$ cat src/rtl/mode_sequencer_if.sv
// Front-panel bus of the mode sequencer: tick strobe and raw keys in,
// mode-selector and stopwatch controls out.
interface mode_sequencer_if;
    logic       tick_en;
    logic       key_mode;
    logic       key_set;
    logic       key_hour;
    logic       key_min;
    logic [1:0] tube_for;
    logic       is_manual_set;
    logic       sw_hour;
    logic       sw_min;
    logic       sw_run;
    logic       sw_clear;

    modport master (
        output tick_en, key_mode, key_set, key_hour, key_min,
        input  tube_for, is_manual_set, sw_hour, sw_min, sw_run, sw_clear
    );

    modport slave (
        input  tick_en, key_mode, key_set, key_hour, key_min,
        output tube_for, is_manual_set, sw_hour, sw_min, sw_run, sw_clear
    );
endinterface

$ cat src/rtl/mode_sequencer.sv
// Digital-clock front-panel controller: key synchronise/debounce, mode FSM,
// hour/min auto-repeat, idle timeout and stopwatch run/clear control.
module mode_sequencer #(
    parameter int DEB_TICKS = 3,
    parameter int REP_DELAY = 50,
    parameter int REP_RATE  = 10,
    parameter int TIMEOUT   = 1000,
    parameter int CW        = 10
) (
    input  logic            clk,
    input  logic            rst,
    mode_sequencer_if.slave bus
);
    localparam int DW     = $clog2(DEB_TICKS + 1);
    localparam int K_MODE = 0;
    localparam int K_SET  = 1;
    localparam int K_HOUR = 2;
    localparam int K_MIN  = 3;

    typedef enum logic [1:0] {
        ST_CLOCK     = 2'd0,
        ST_CLOCK_SET = 2'd1,
        ST_STOPWATCH = 2'd2,
        ST_ALARM     = 2'd3
    } state_t;

    typedef struct packed {
        logic          arm;
        logic          fire;
        logic [CW-1:0] cnt;
    } rep_t;

    logic [3:0]         w_key_raw, r_sync1, r_sync2, r_deb, r_deb_d, w_press;
    logic [3:0][DW-1:0] r_deb_cnt;
    state_t             r_state, w_next;
    logic               w_in_sa, w_keep, w_expire;
    logic [CW-1:0]      r_rep_h, r_rep_m, r_idle, w_idle_nx;
    logic               r_arm_h, r_arm_m;
    rep_t               w_rep_h, w_rep_m;
    logic [1:0]         r_tube_for, w_tube_for_nx;
    logic               r_manual, w_manual_nx;
    logic               r_sw_hour, w_sw_hour_nx, r_sw_min, w_sw_min_nx;
    logic               r_sw_run, w_sw_run_nx, r_sw_clear, w_sw_clear_nx;

    // Repeat counter step: arms on press, first fire at REP_DELAY ticks, then
    // reloads so the next fire lands REP_RATE ticks later.
    function automatic rep_t rep_step(input logic in_sa, input logic keep,
                                      input logic deb, input logic press,
                                      input logic arm, input logic tick,
                                      input logic [CW-1:0] cnt);
        rep_t r;
        r.arm  = arm;
        r.fire = 1'b0;
        r.cnt  = cnt;
        if (!in_sa || !keep || !deb) begin
            r.arm = 1'b0;
            r.cnt = '0;
        end else if (press) begin
            r.arm = 1'b1;
            r.cnt = '0;
        end else if (arm && tick) begin
            if (cnt == CW'(REP_DELAY - 1)) begin
                r.fire = 1'b1;
                r.cnt  = CW'(REP_DELAY - REP_RATE);
            end else begin
                r.cnt = cnt + CW'(1);
            end
        end else begin
            r.cnt = cnt;
        end
        return r;
    endfunction

    assign w_key_raw = {bus.key_min, bus.key_hour, bus.key_set, bus.key_mode};
    assign w_press   = r_deb & ~r_deb_d;
    assign w_in_sa   = (r_state == ST_CLOCK_SET) || (r_state == ST_ALARM);
    assign w_expire  = w_in_sa && bus.tick_en && !(|w_press) && !r_arm_h && !r_arm_m
                       && (r_idle == CW'(TIMEOUT - 1));

    // Key synchronisers and tick-sampled debounce
    always_ff @(posedge clk or posedge rst) begin
        if (rst) begin
            r_sync1   <= 4'b0;
            r_sync2   <= 4'b0;
            r_deb     <= 4'b0;
            r_deb_d   <= 4'b0;
            r_deb_cnt <= '0;
        end else begin
            r_sync1 <= w_key_raw;
            r_sync2 <= r_sync1;
            r_deb_d <= r_deb;
            if (bus.tick_en) begin
                for (int k = 0; k < 4; k++) begin
                    if (r_sync2[k] == r_deb[k]) begin
                        r_deb_cnt[k] <= '0;
                    end else if (r_deb_cnt[k] == DW'(DEB_TICKS - 1)) begin
                        r_deb[k]     <= ~r_deb[k];
                        r_deb_cnt[k] <= '0;
                    end else begin
                        r_deb_cnt[k] <= r_deb_cnt[k] + DW'(1);
                    end
                end
            end
        end
    end

    // Next state, repeat/idle counters and next output values
    always_comb begin
        w_next = r_state;
        case (r_state)
            ST_CLOCK: begin
                if (w_press[K_MODE])     w_next = ST_STOPWATCH;
                else if (w_press[K_SET]) w_next = ST_CLOCK_SET;
                else                     w_next = ST_CLOCK;
            end
            ST_CLOCK_SET: begin
                if (w_press[K_MODE] || w_press[K_SET] || w_expire) w_next = ST_CLOCK;
                else                                               w_next = ST_CLOCK_SET;
            end
            ST_STOPWATCH: begin
                if (w_press[K_MODE]) w_next = ST_ALARM;
                else                 w_next = ST_STOPWATCH;
            end
            ST_ALARM: begin
                if (w_press[K_MODE] || w_expire) w_next = ST_CLOCK;
                else                             w_next = ST_ALARM;
            end
            default: w_next = ST_CLOCK;
        endcase

        w_keep  = (w_next == r_state);
        w_rep_h = rep_step(w_in_sa, w_keep, r_deb[K_HOUR], w_press[K_HOUR],
                           r_arm_h, bus.tick_en, r_rep_h);
        w_rep_m = rep_step(w_in_sa, w_keep, r_deb[K_MIN], w_press[K_MIN],
                           r_arm_m, bus.tick_en, r_rep_m);

        if (!w_in_sa || !w_keep || (|w_press) || r_arm_h || r_arm_m) begin
            w_idle_nx = '0;
        end else if (bus.tick_en && (r_idle != CW'(TIMEOUT))) begin
            w_idle_nx = r_idle + CW'(1);
        end else begin
            w_idle_nx = r_idle;
        end

        w_sw_hour_nx  = w_in_sa && (w_press[K_HOUR] || w_rep_h.fire);
        w_sw_min_nx   = w_in_sa && (w_press[K_MIN] || w_rep_m.fire);
        w_sw_clear_nx = (r_state == ST_STOPWATCH) && w_press[K_HOUR];

        // Clear beats a same-clk set toggle; mode press discards set
        if (w_sw_clear_nx) begin
            w_sw_run_nx = 1'b0;
        end else if ((r_state == ST_STOPWATCH) && w_press[K_SET] && !w_press[K_MODE]) begin
            w_sw_run_nx = ~r_sw_run;
        end else begin
            w_sw_run_nx = r_sw_run;
        end

        case (w_next)
            ST_STOPWATCH: w_tube_for_nx = 2'd1;
            ST_ALARM:     w_tube_for_nx = 2'd2;
            default:      w_tube_for_nx = 2'd0;
        endcase
        w_manual_nx = (w_next == ST_CLOCK_SET);
    end

    // State, counters and registered outputs
    always_ff @(posedge clk or posedge rst) begin
        if (rst) begin
            r_state    <= ST_CLOCK;
            r_rep_h    <= '0;
            r_rep_m    <= '0;
            r_arm_h    <= 1'b0;
            r_arm_m    <= 1'b0;
            r_idle     <= '0;
            r_tube_for <= 2'd0;
            r_manual   <= 1'b0;
            r_sw_hour  <= 1'b0;
            r_sw_min   <= 1'b0;
            r_sw_run   <= 1'b0;
            r_sw_clear <= 1'b0;
        end else begin
            r_state    <= w_next;
            r_rep_h    <= w_rep_h.cnt;
            r_rep_m    <= w_rep_m.cnt;
            r_arm_h    <= w_rep_h.arm;
            r_arm_m    <= w_rep_m.arm;
            r_idle     <= w_idle_nx;
            r_tube_for <= w_tube_for_nx;
            r_manual   <= w_manual_nx;
            r_sw_hour  <= w_sw_hour_nx;
            r_sw_min   <= w_sw_min_nx;
            r_sw_run   <= w_sw_run_nx;
            r_sw_clear <= w_sw_clear_nx;
        end
    end

    assign bus.tube_for      = r_tube_for;
    assign bus.is_manual_set = r_manual;
    assign bus.sw_hour       = r_sw_hour;
    assign bus.sw_min        = r_sw_min;
    assign bus.sw_run        = r_sw_run;
    assign bus.sw_clear      = r_sw_clear;
endmodule

$ cat src/flat_wrapper.sv
// flat-port wrapper written by rule: the top's interface ports become plain ports
module mode_sequencer_flat 
#(
    parameter int DEB_TICKS = 3,
    parameter int REP_DELAY = 50,
    parameter int REP_RATE  = 10,
    parameter int TIMEOUT   = 1000,
    parameter int CW        = 10
)
  (clk, rst, bus_tick_en, bus_key_mode, bus_key_set, bus_key_hour, bus_key_min, bus_tube_for, bus_is_manual_set, bus_sw_hour, bus_sw_min, bus_sw_run, bus_sw_clear);
  mode_sequencer_if bus_i ();
  input  logic clk;
  input  logic rst;
  input wire logic [$bits(bus_i.tick_en)-1:0] bus_tick_en;
  input wire logic [$bits(bus_i.key_mode)-1:0] bus_key_mode;
  input wire logic [$bits(bus_i.key_set)-1:0] bus_key_set;
  input wire logic [$bits(bus_i.key_hour)-1:0] bus_key_hour;
  input wire logic [$bits(bus_i.key_min)-1:0] bus_key_min;
  output wire logic [$bits(bus_i.tube_for)-1:0] bus_tube_for;
  output wire logic [$bits(bus_i.is_manual_set)-1:0] bus_is_manual_set;
  output wire logic [$bits(bus_i.sw_hour)-1:0] bus_sw_hour;
  output wire logic [$bits(bus_i.sw_min)-1:0] bus_sw_min;
  output wire logic [$bits(bus_i.sw_run)-1:0] bus_sw_run;
  output wire logic [$bits(bus_i.sw_clear)-1:0] bus_sw_clear;
  assign bus_i.tick_en = bus_tick_en;
  assign bus_i.key_mode = bus_key_mode;
  assign bus_i.key_set = bus_key_set;
  assign bus_i.key_hour = bus_key_hour;
  assign bus_i.key_min = bus_key_min;
  assign bus_tube_for = bus_i.tube_for;
  assign bus_is_manual_set = bus_i.is_manual_set;
  assign bus_sw_hour = bus_i.sw_hour;
  assign bus_sw_min = bus_i.sw_min;
  assign bus_sw_run = bus_i.sw_run;
  assign bus_sw_clear = bus_i.sw_clear;
  mode_sequencer #(.DEB_TICKS(DEB_TICKS), .REP_DELAY(REP_DELAY), .REP_RATE(REP_RATE), .TIMEOUT(TIMEOUT), .CW(CW)) u_core (.clk(clk), .rst(rst), .bus(bus_i));
endmodule
$ cat config.mk
export PLATFORM = sky130hd
export DESIGN_NAME = mode_sequencer_flat
export DESIGN_NICKNAME = d
export VERILOG_FILES = /design/src/rtl/mode_sequencer_if.sv /design/src/rtl/mode_sequencer.sv /design/src/flat_wrapper.sv
export SDC_FILE = /design/constraint.sdc
export NUM_CORES = 1
export LEC_CHECK = 0
export CAP_MARGIN = 15
export CORE_AREA = 5 5 85 87
export DETAILED_ROUTE_END_ITERATION = 6
export DIE_AREA = 0 0 90 92
export HOLD_SLACK_MARGIN = 0.08
export MAX_ROUTING_LAYER = met4
export PLACE_DENSITY = 0.69
export REMOVE_ABC_BUFFERS = 1
export SLEW_MARGIN = 20
export SYNTH_ARGS = -nofsm -noshare
export SYNTH_HDL_FRONTEND = slang
export SYNTH_SLANG_ARGS = --single-unit
$ cat constraint.sdc
create_clock -name clk -period 2.03 [get_ports clk]
set_clock_uncertainty 0.05 [all_clocks]
set_input_delay 0.406 -clock clk [delete_from_list [all_inputs] [get_ports clk]]
set_output_delay 0.406 -clock clk [all_outputs]
set_load 0.01 [all_outputs]
==> notes.md <==
Numbers from the implementation run.

Combinational logic is responsible for 26.1% of the overall power. The number of cells on the worst reg-to-reg path is 7. The post-synthesis chip area from yosys is 3090 um2. The share of synthesized cell area in and-or and or-and compound cells is 5.72%. The largest delay contributor family on the critical path is simple AND/OR/NAND/NOR gates. The critical path startpoint category is a flip-flop. The post-synthesis cell count from yosys is 301. The number of distinct library cells after synthesis is 42. Per the detailed placement report, the placed cell area equals 3410 um2. sky130_fd_sc_hd__dfrtp_1 takes more of the synthesized area than any other cell. The combinational share of cell area is 37.5%. Per STA, the startpoint of the critical path is u_core.r_rep_h[1]. The post-detailed-route via-to-cell ratio is 5.43.

Across all checked pins, the minimum headroom to the slew limit is 59.3%. The placed wire-length estimate is 3.85 mm. The switching power as a share of total power is 30.5%. The critical path contains buffers and inverters numbering 2 combined. Looking at the global route congestion table, the highest-usage layer is met2. By area the synthesized netlist is led by sky130_fd_sc_hd__dfrtp_1 (53%), sky130_fd_sc_hd__nor3_1 (4.9%), sky130_fd_sc_hd__xnor2_1 (4.5%). The detailed router reports a met3 wire length of 148 um. Per the TritonCTS log, the buffer count is 9. The OpenROAD warning count is 28. The uppermost layer routed is met4. The power per cell area is 1110 nW/um2.

The fraction of power consumed by sequential logic is 43.1%. The critical path goes through inv_1, ha_1, nor4b_2, nand4_1, o2111ai_1, buf_4, nor3_1. The number of endpoints failing setup at the final stage is 0.

The number of sinks driven by the clock tree is 65. The max-capacitance violation count is 0. The worst register-to-register path has a setup slack of 0.25 ns. In the final layout, the registers with the most flip-flops are u_core.r_idle: 10 flops, u_core.r_rep_h: 10 flops, u_core.r_rep_m: 10 flops. Leaving out buffers and inverters, the combinational logic in the layout accounts for 1370 um2. In this run, synthesis produced a sequential element count of 65. Per the post-place timing report, worst setup slack is -0.0127 ns. The synthesized netlist cell count is 301. After layout, the minimum clock period comes to 1.78 ns. In the detailed route, the total length drawn on met2 is 2.75 mm. After layout, the worst path uses 87.5% of the clock period. The critical path endpoint has a required time of 2.20 ns. TritonCTS built the clock tree. The root cell of the clock tree is sky130_fd_sc_hd__clkbuf_8. The fraction of met2 tracks used by global routing is 24.0%. Sequential cells placed in the final layout were counted as 65. The final hold violation count is 0. The hold buffer count at CTS is 0. The cell count after placement is 398. The wire length on met1 is 2.80 mm. The first global-routing pass estimated 10.4 mm of wire. In the global route stage, met1 resource usage came out at 20.0%. Looking at the critical path, the single cell with the biggest stage delay is sky130_fd_sc_hd__dfrtp_1.

The mapped netlist covers 3090 um2. Multiplexer cells account for 3.20% of the synthesized area. Looking at the reg2reg group, the worst path ends at u_core.r_rep_h[8]. Pins over their slew limit in the final report were tallied at 0. The most common cell in the netlist is sky130_fd_sc_hd__dfrtp_1. Tap insertion was completed with 77 tapcells.

The internal power component is 2.81 mW. The number of DRC violations after detailed routing is 0. By instance count after routing, the leading logic cell type is sky130_fd_sc_hd__dfrtp_1. Per report_power, the Combinational row totals 1.05 mW. The critical path endpoint category is a flip-flop. The clock edge transition at the registers on the reported setup and hold paths is 0.07 ns.

The clock network is responsible for 30.8% of the overall power. Dividing the synthesized area by the synthesized cell count gives 10.3 um2. The most common flop cell mapped by yosys is sky130_fd_sc_hd__dfrtp_1.

In the final layout, the share of cells above drive strength 1 is 13.4%. Counting the inverters off the clock network in the layout gives 11. Per the layout area report, the register area comes to 1630 um2. Post-CTS timing repair inserted 0 buffers for setup.

The floorplan die area is 8280 um2. Looking at the reg2reg group, the worst path starts from u_core.r_rep_h[1]. The fraction of registers with async set/reset is 100%. The multi-input gate count is 215. Per the final report, the share of cell area in non-clock buffers is 7.77%. Leaving out fill and tap cells, the most frequent cells in the layout are sky130_fd_sc_hd__dfrtp_1 (65), sky130_fd_sc_hd__nor3_1 (30), sky130_fd_sc_hd__nand2_1 (28).

The most critical hold endpoint after final layout shows a slack of 0.303 ns. Per report_power, the top consumer among the power groups is sequential cells. The H-tree was split into 3 levels. For reference, the critical path is captured by u_core.r_rep_h[8]. After Yosys synthesis, and, or, nand and nor cells account for 25.0% of the synthesized area. The hold path endpoint is u_core.r_sync2[3]. The number of nets in the finished design is 345.

The biggest combinational cell group after synthesis is simple AND/OR/NAND/NOR gates. Data arrives at the worst endpoint at 1.95 ns. The first detailed-routing pass ran for 5 iterations.

The number of global-route vias before repair is 2303. The number of design-rule violations left by the first detailed-router iteration is 86. The classification of the worst-slack hold path is reg2reg. The proportion of cell area spent on the clock network is 6.29%. The final weighted congestion in routability-driven placement is 0.895. The pin closest to its max-slew limit shows a slew of 0.603 ns. The power in sequential cells is 1.74 mW.

The count of cells along the worst hold path is 0. In the final layout, excluding clock buffers the buffer count is 30. After layout, the clock buffer instance count stands at 11. Per Yosys stat, the portion of area used by sequential elements is 52.7%.

The clock network power consumption is 1.24 mW. The fmax is 0.563 GHz. The post-route total power is 4.04 mW. The number of antenna violations at the first check in global routing was 0. After global routing the overflow that remains totals 0. Summing the areas of all fa, ha and maj instances in the mapped netlist gives 2.43% of the synthesized area.

Summed over all cells, the static leakage comes to 1.53 nW. The flow ran to the end, and the final reports show no timing, DRC or antenna violations. For this design the total switching power over the nets is 1.23 mW. In this run the worst path has a maximum fanout of 6. The final total negative setup slack is 0 ns.

The post-synth tally of flip-flops with integrated enable is 0. Clock latency on the worst-skew pair, taken at its later pin, is 0.33 ns. For the worst min-delay path, the startpoint reported by OpenROAD is u_core.r_sync1[3]. Summing the areas of all xor and xnor instances in the mapped netlist gives 7.66% of the synthesized area. The number of antenna cells inserted is 0. Yosys reports that the most numerous cell types are sky130_fd_sc_hd__dfrtp_1 (65), sky130_fd_sc_hd__nor3_1 (30), sky130_fd_sc_hd__nand2_1 (28), sky130_fd_sc_hd__nor2_1 (27). The longest individual stage delay on the worst path is 0.43 ns. The worst setup slack after layout is 0.254 ns.

Counting buffers and inverters, the worst setup path is 7 cells deep. The pin count of the biggest net entering global routing is 66. Per the synthesis report, the single largest cell type by area occupies 52.7% of cell area. The layout overhead on the synthesized area is 18.0%. The synthesis log from Yosys contains 0 warnings.

The class occupying the most area after layout is reported as flip-flops and latches. The final antenna-violating net count is 0. Setup repair after global routing left no endpoint under its margin. Looking at the setup timing report, the critical path kind is reg2reg.

The met3 track utilization from global routing is 3.52%. The effective utilization at floorplan is 49.2%. Post-CTS repair changed the size of 0 cells. The number of buffers on the longest clock path is 2.
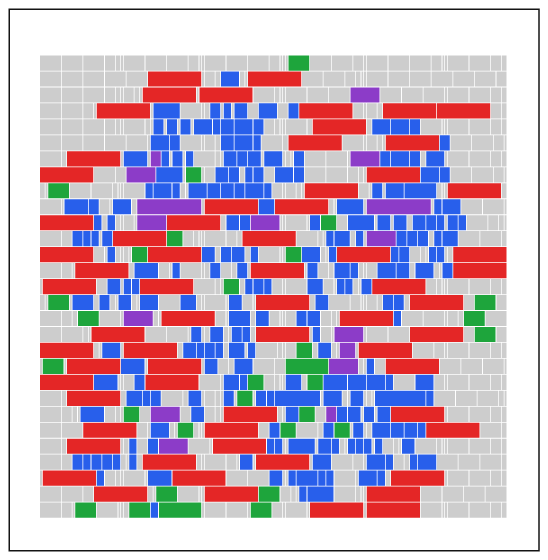
(images/cell_classes.png)
Fill, decap, tap and diode cells in gray.
| color | class | cells | share of their area |
|---|---|---|---|
| purple | clock drivers and dummy loads | 16 | 6.5% |
| red | flip-flops | 65 | 46% |
| green | other buffers and delay cells | 30 | 8.0% |
| blue | all other logic | 226 | 40% |
core utilization of the finished layout: 58.0%
Finished Cell Area: 3640 um2

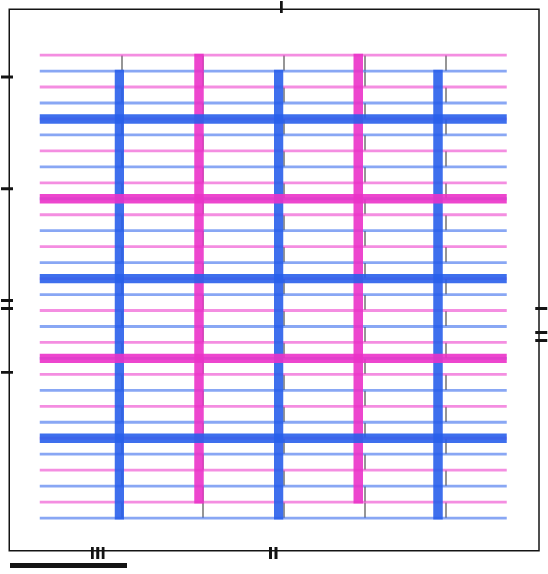
(images/pdn.png)
Scale bar: 20 um. Pins as bars on the die edge. Tap cells in gray.
| color | net |
|---|---|
| magenta | VDD |
| blue | VSS |
tap cells: 77
signal pins: 14
met4 straps: 5
rows: 29
peak ir drop on the vdd network: 781 uV
Die Span X: 90 um
placeable core area: 6280 um2
overall die height: 92 um

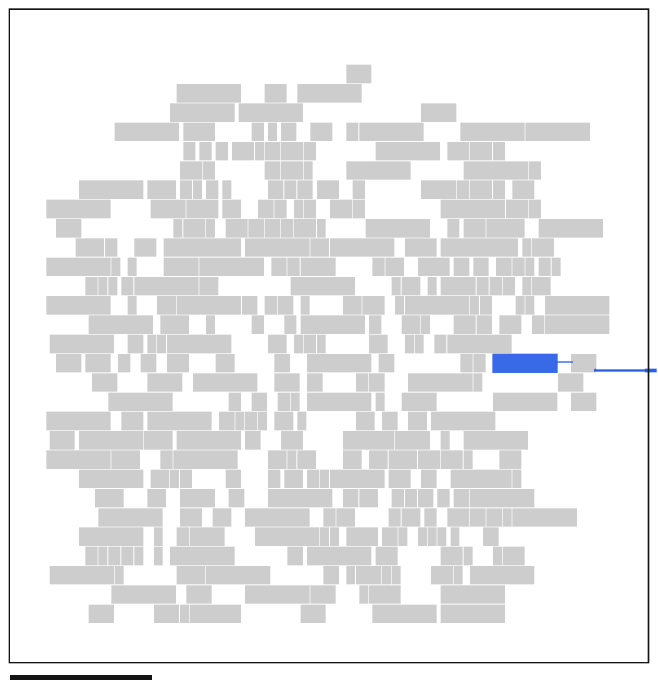
(images/port_nets.png)
Scale bar: 20 um.
| color | port | bits | direction | edge | end cells | buffers | wire |
|---|---|---|---|---|---|---|---|
| blue | `bus_sw_hour` | 1 | output | east | 1 | 1 | 9.90 um |
I/O pin count: 14
count of input and output buffers: 13

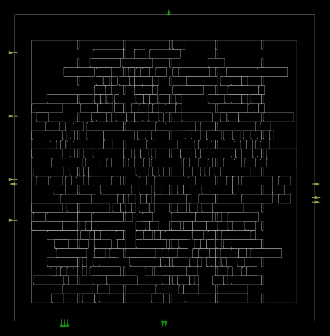
(images/final_placement.png)
count of filler cells inserted in the layout: 528
Layout Cells excl Fill: 414
flop share of the area: 44.7%
count of standard-cell rows: 29

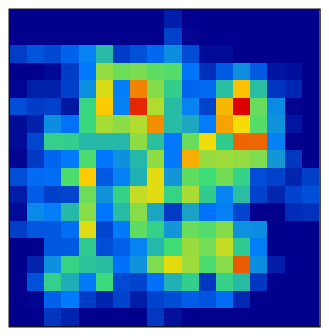
(images/wire_density.png)
18 x 18 tiles, from dark blue (low) to red (high), scaled to the fullest tile. Values are wire area over tile area, all layers added.
mean over tiles: 0.11
densest ninth of the die: center
fullest tile: 0.43
nearly empty tiles: 28%
Routed Wire Length: 5.77 mm
total global-route track usage: 15.6%
post-DR wirelength/cell: 13.9 um
total via count in the routed design: 2246

Power is estimated from default activity; no workload was simulated.
